**Run 1: placed standard cells**

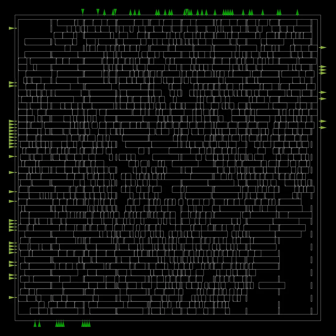
**Run 1: clock distribution**

The bar under the picture is 50 µm long.
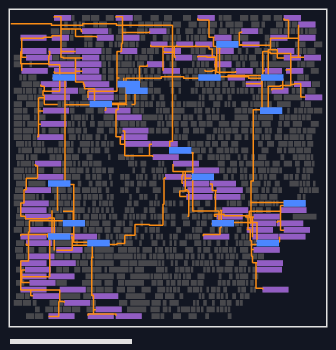
**Run 1: cells colored by class**

The bar under the picture is 50 µm long.
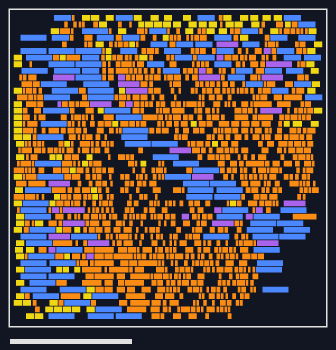
Design float_to_fixed_pipe, sky130hd; sources not shown.
==> summary.txt, run 1 <==
fresh numbers from the pnr run: CTS Hold Bufs 0, Well-Tap Cells 216, Comb area share 54.7%, # diodes 0, most used cell, CP nand3_1, Tot GR Track Use 35.7%, first-pass GRT wire length 46.1 mm, CLK BUF 18, Post-Syn Nets 1,228, post-synth cell types 82, Port Buffers 79, number of cells on the critical path 15, R2R depth 15, io pins 80, vias in the first global route 8,940, Clock Root Buffer clkbuf_16, CTS buffer count 17, Ys Warns 0, die extent in x 130 µm, share of post-route cells with drive strength above 1 10.8%, share of power burned in registers 36.3%, power after layout 0.00336 W, dominant logic cell type in the layout nand2_1, Critical Path Max Stage Delay 0.48 ns, Pwr Density 297 nW/µm², max-cap violations 0, antenna violations before repair 0, largest area contributor in the netlist edfxtp_1, MI comb cells 924, CP Data Required Time 4.83 ns, reg-to-reg slack, setup 0.29 ns, EDFF count, synth 78, GRT busiest layer met2, Max IR drop VDD 275 µV, yosys cell count 1,166, vias per cell 6.76, Reg area 3100 µm², Final HPWL DP 21.1 mm, cells after synthesis 1,166, post-layout instance area 11,300 µm², Inst Count DP 1,402, Critical Path AT 4.53 ns, Synth Area per Inst 8.39 µm², top sig layer met4, Layout Nets 1,267, DRT Pass-1 Iters 5, setup TNS 0 ns, worst-margin pin slew 1.15 ns, sequential power 0.00122 W, post-route setup slack 0.293 ns, Initial Util 61.6%, WHS Path Cells 0, cycle use final 93.5%, main area contributors edfxtp_1 24%, dfxtp_1 7.8%, mux2i_1 5.3%, a21oi_1 4.5%, nand2_1 4.3%, global routing usage on met2 58.6%, pre-CTS WS 0.342 ns, FF+latch count 116, FFs w/ async S/R, synth 0%, inverter count 35, Seq/Total Area, Yosys 31.7%, outcome completed, CTS tree done, Hold WC Path Type register to register, GR Util met1 45.4%, Reg clk slew, reported paths 0.06 ns, Synth Flop Type edfxtp_1, Mapped Area 9790 µm², min Tclk post-route 4.21 ns, Comb power 0.000774 W, commonest non-fill, non-tap cells in the layout 113 x nand2_1, 103 x nor2_1, 87 x a21oi_1, 79 x clkdlybuf4s50_1, 78 x edfxtp_1, Non-clk bufs 111, critical path class register to register, Psw 0.00108 W, crit path buf inv count 2, non-clock buffer share of cell area 9.15%, leading cell category by total area logic gates, CTS H-tree lvls 4
Notes on 'placed standard cells' above:
site row count: 46
fin cells: 1,434

Notes on 'clock distribution' above:
[flip-flops] purple | count: 116
[clock drivers] blue | count: 17
[clock wires] orange | length: 1,750 µm
routed clock nets: 18
flops lie: spread over the die
Clock group: 0.00137 W
Clk pwr share: 40.7%
clk_lat worst skew: 0.44 ns

Notes on 'cells colored by class' above:
| class | color | cells | share of their area |
|---|---|---|---|
| flops | blue | 116 | 28% |
| clock drivers and dummy loads | purple | 32 | 5.3% |
| combinational and other logic | orange | 959 | 57% |
| other buffers and delay cells | yellow | 111 | 9.4% |
core area: 15,900 µm²
sequential share of cell area: 27.4%

==> run 1: cells in the mapped netlist, drive strengths merged, types with 6 or more instances <==
library cell  instances
ha                   18
clkbuf               57
o211ai               21
nor4                 21
and4                  7
xnor2                26
buf                  34
edfxtp               78
a31oi                13
and2                 13
a211oi               18
nor3b                 7
mux4                 15
o32ai                 6
or3                  15
a21oi                88
inv                  32
dfxtp                38
and3                 15
o22ai                17
mux2                 20
a221oi                8
a21o                 12
mux2i                52
nand2               113
nand3                53
xor2                 22
o21ai                71
a22oi                 8
nand4                25
nor3                 46
nand2b               11
o31ai                11
nor2                103
==> run 1: cells by family after synthesis <==
family | synth area share, %
AOI/OAI and AO/OA | 21.0
xor gates and xnor gates | 4.49
adders and majority gates | 2.51
buffers and inverters | 5.46
DFF | 31.7
muxes | 11.1
and+or+nand+nor | 23.8
--- run 2 (diff from run 1) ---
- CAP_MARGIN: not set -> 0
==> summary.txt, run 2 <==
fresh numbers from the pnr run: outcome completed (unchanged), DRT antenna net count 0 (unchanged), Post-Syn Nets 1,228 (unchanged), and+or+nand+nor area frac 23.8% (unchanged), Inst Count DP 1,402 (unchanged), WHS Path Cells 0 (unchanged), EDFF count, synth 78 (unchanged), crit path buf inv count 2 (unchanged), clk_lat worst skew 0.44 ns (about the same), Synth mux share 11.1% (unchanged), Clock Root Buffer clkbuf_16 (unchanged), pre-CTS WS 0.342 ns (unchanged), GR Util met1 45.4% (unchanged), Final HPWL DP 21.1 mm (unchanged), die extent in x 130 µm (unchanged), largest fanout on the critical path 31 (unchanged), GRT busiest layer met2 (unchanged), Logic family by area simple AND/OR/NAND/NOR gates (unchanged), share of post-route cells with drive strength above 1 10.8% (unchanged), R2R depth 15 (unchanged), CP max-delay cell nor4b_1 (unchanged), first-pass GRT wire length 46.1 mm (unchanged), Compound Share, Synth 21.0% (unchanged), inverter count 35 (unchanged), max-cap violations 0 (unchanged), top sig layer met4 (unchanged), core area 15,900 µm² (unchanged), cycle use final 93.5% (unchanged), Layout Nets 1,267 (unchanged), non-clock buffer share of cell area 9.15% (unchanged), post-route setup slack 0.293 ns (unchanged), leading cell category by total area logic gates (unchanged), top cells by count, synth 113 x nand2_1, 103 x nor2_1, 88 x a21oi_1, 78 x edfxtp_1, 69 x o21ai_0 (unchanged), Synth Area in XOR/XNOR 4.49% (unchanged), Mapped Area 9790 µm² (unchanged), final tally of max-slew violations 0 (unchanged), Port Buffers 79 (unchanged), sequential share of cell area 27.4% (unchanged), worst-margin pin slew 1.15 ns (unchanged), Synth top cell by count nand2_1 (unchanged), DRT Pass-1 Iters 5 (unchanged), io pins 80 (unchanged), critical path class register to register (unchanged), Pwr Density 297 nW/µm² (unchanged), reg-to-reg slack, setup 0.29 ns (about the same), Ys Warns 0 (unchanged), CTS Hold Bufs 0 (unchanged), Seq/Total Area, Yosys 31.7% (unchanged), # diodes 0 (unchanged), Synth Flop Type edfxtp_1 (unchanged), CTS H-tree lvls 4 (unchanged), MI comb cells 924 (unchanged), FFs w/ async S/R, synth 0% (unchanged), antenna violations before repair 0 (unchanged), vias per cell 6.76 (unchanged), WHS 0.361 ns (unchanged), nature of the critical path startpoint register (unchanged), commonest non-fill, non-tap cells in the layout 113 x nand2_1, 103 x nor2_1, 87 x a21oi_1, 79 x clkdlybuf4s50_1, 78 x edfxtp_1 (unchanged), Critical Path AT 4.53 ns (about the same), largest area contributor in the netlist edfxtp_1 (unchanged), Non-clk bufs 111 (unchanged), CTS tree done (unchanged), CLK BUF 18 (unchanged), Reg clk slew, reported paths 0.06 ns (about the same), fin cells 1,434 (unchanged), yosys cell count 1,166 (unchanged), min Tclk post-route 4.21 ns (unchanged), main area contributors edfxtp_1 24%, dfxtp_1 7.8%, mux2i_1 5.3%, a21oi_1 4.5%, nand2_1 4.3% (unchanged), CP Data Required Time 4.83 ns (about the same), number of cells on the critical path 15 (unchanged), Tot GR Track Use 35.7% (unchanged), vias in the first global route 8,940 (unchanged), Initial Util 61.6% (unchanged), site row count 46 (unchanged), most used cell, CP nand3_1 (unchanged), Reg area 3100 µm² (unchanged), Max IR drop VDD 275 µV (unchanged), setup TNS 0 ns (unchanged), post-synth cell types 82 (unchanged), Synth Area per Inst 8.39 µm² (unchanged)
## run 2: cell counts in the layout (fill, tap and decap cells not counted)
Identical to the previous run, type by type.
## run 2: power by group
group	total [W]	internal, W	switching (W)
logic	0.000774	0.000301	0.000473
registers	0.00122	0.00117	0.0000446
clock network	0.00137	0.000806	0.000565
total	0.00336	0.00228	0.00108
## run 2: metrics by stage
step | util, % | total power, W
after floorplan | - | 0.00176
after CTS | 71.1 | 0.00334
after detailed placement | 67.4 | 0.00198
after global placement | 67.4 | 0.00197
after global routing | 71.2 | 0.00348
final | 71.2 | 0.00336
**Run 2: cells colored by class**

The bar under the picture is 50 µm long.
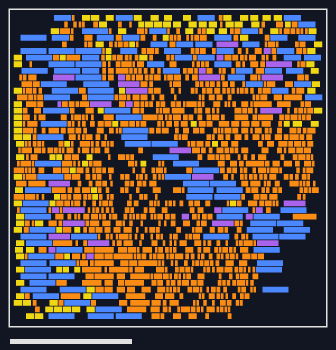
| class | color | cells | share of their area |
|---|---|---|---|
| combinational and other logic | orange | 959 | 57% |
| clock drivers and dummy loads | purple | 32 | 5.3% |
| other buffers and delay cells | yellow | 111 | 9.4% |
| flops | blue | 116 | 28% |
final core occ: 71.2%
post-layout instance area: 11,300 µm²

**Run 2: selected gate families**

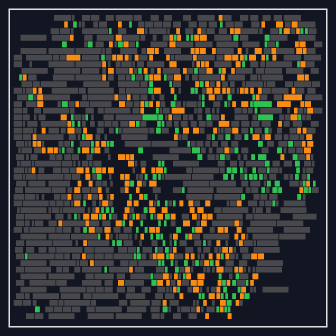
| family | color | cells |
|---|---|---|
| inverting AOI/OAI gates | orange | 280 |
| NAND gates | green | 203 |
dominant logic cell type in the layout: nand2_1
Comb area share: 54.7%

**Run 2: placed standard cells**

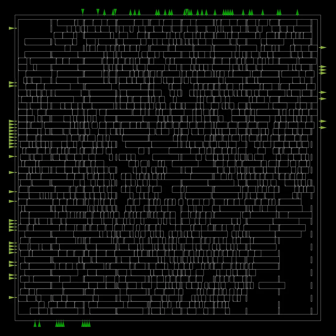
fillers: 1,238
FF+latch count: 116
Well-Tap Cells: 216

No activity file was given, so power comes from the tool's default toggle rates.
